wire_density.png
Bar = 20 µm. 15 x 20 tiles, from dark blue (low) to red (high), scaled to the fullest tile. Values are wire area over tile area, all layers added.
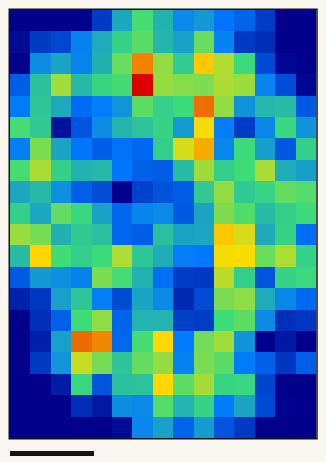
final_congestion.png
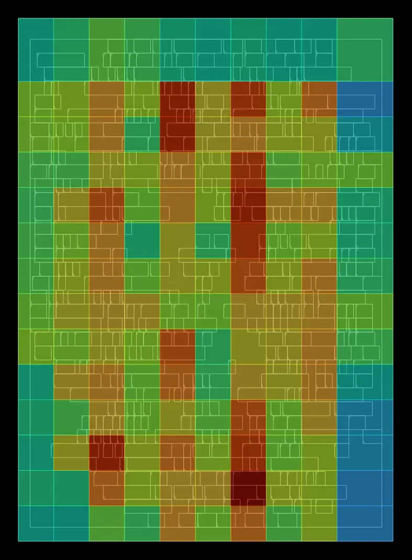
==> config.mk <==
export PLATFORM = sky130hd
export DESIGN_NAME = alu_op_sequencer
export DESIGN_NICKNAME = d
export VERILOG_FILES = /design/src/rtl/alu_seq_pkg.sv /design/src/rtl/alu_op_decode.sv /design/src/rtl/alu_op_sequencer.sv
export SDC_FILE = /design/constraint.sdc
export NUM_CORES = 1
export LEC_CHECK = 0
export ABC_AREA = 1
export CORE_AREA = 2 2 71 100
export DETAILED_ROUTE_END_ITERATION = 10
export DIE_AREA = 0 0 73 102
export GPL_TIMING_DRIVEN = 0
export PLACE_DENSITY = 0.78
export SLEW_MARGIN = 20
export SYNTH_ARGS = -nofsm -noshare
export SYNTH_HDL_FRONTEND = slang
export SYNTH_HIERARCHICAL = 1
export SYNTH_SLANG_ARGS = --single-unit
==> constraint.sdc <==
create_clock -name clk -period 1.5 [get_ports clk]
set_clock_uncertainty 0.05 [all_clocks]
set_input_delay 0.375 -clock clk [delete_from_list [all_inputs] [get_ports clk]]
set_output_delay 0.375 -clock clk [all_outputs]
set_load 0.01 [all_outputs]
==> out/qor.txt <==
Req. time, crit path: 1.07 ns
max-cap viol count: 0
setup violators final: 1
CTS Root Cell: clkbuf_8
RSZ-0062 raised after global routing: yes
layout filler cell count: 586
Port-buffer cells: 115
P_leak: 2.28 nW
failing checks: setup timing
run status: finished, violations left
Pre-Place Util: 41.0%
share of cells above drive strength 1: 11.2%
FF-to-FF path depth: 8
CTS tree: built
syn nets: 368
final std cell area, no fill: 4150 µm²
cycle use final: 112%
pre-CTS setup slack: -0.941 ns
ANT nets after route: 0
fin worst setup slack: -0.183 ns
-- wire_density.png (at the start) --
nearly empty tiles: 12%
tiles over half the peak: 23%
mean over tiles: 0.15
fullest tile: 0.45
DR vias: 2,550
Total GRT Usage: 20.5%
final WL: 7100 µm

-- final_congestion.png (at the start) --
GR Util met3: 4.93%
gr busiest metal: met2
average wire per standard cell: 13.6 µm
Post-Route Utilization: 63.5%

metrics by stage:
| stage | setup TNS (ns) | hold WS, ns |
|---|---|---|
| final | -0.183 | 0.424 |
| after global routing | -0.265 | 0.460 |
| after floorplan | 0 | 0.0294 |
| after global placement | -143.49 | 0.410 |
| after CTS | -0.192 | 0.429 |
| after detailed placement | -11.95 | 0.289 |
metal layers:
metal	vias up	part of all wire (%)	track usage, %
met5	-	0	0
met4	0	2.1	9.54
met3	14	5.5	4.93
met2	73	51	33.8
met1	1213	41	25.0
li1	1250	-	-
layout make-up:
cell class	instances	area, µm²	area share [%]
plain buffers	17	111	2.69
flip-flops and latches	64	1600	38.6
repair buffers	125	1170	28.2
well taps	74	92.6	2.23
clock buffers	10	138	3.32
multi-input cells	214	961	23.2
inverters	13	48.8	1.18
clock inverters	4	22.5	0.543
cell usage after synthesis, drive strengths merged:
| master | n | share of area [%] |
|---|---|---|
| nand4 | 2 | 0.47 |
| nand2 | 128 | 18 |
| nand3 | 63 | 12 |
| a21oi | 2 | 0.51 |
| buf | 13 | 2.5 |
| o21ai | 3 | 0.56 |
| nor2 | 13 | 2.1 |
| clkbuf | 4 | 0.56 |
| inv | 13 | 1.8 |
| ha | 3 | 1.4 |
| dfrtp | 64 | 60 |
worst max-delay path, delay by kind of cell (launching register included):
kind | cells | cell delay (ns)
AND-OR/OR-AND | 1 | 0.13
buffers and inverters | 3 | 0.27
flip-flops | 1 | 0.42
AND/OR/NAND/NOR | 1 | 0.10
logic make-up after synthesis:
family / count (synthesis) / share of synthesized area [%]
buffers and inverters: 30 / 4.87
DFF: 64 / 59.9
adders and majority gates: 3 / 1.40
and+or+nand+nor: 206 / 32.7
AOI/OAI and AO/OA: 5 / 1.08
No activity file was given, so power comes from the tool's default toggle rates.
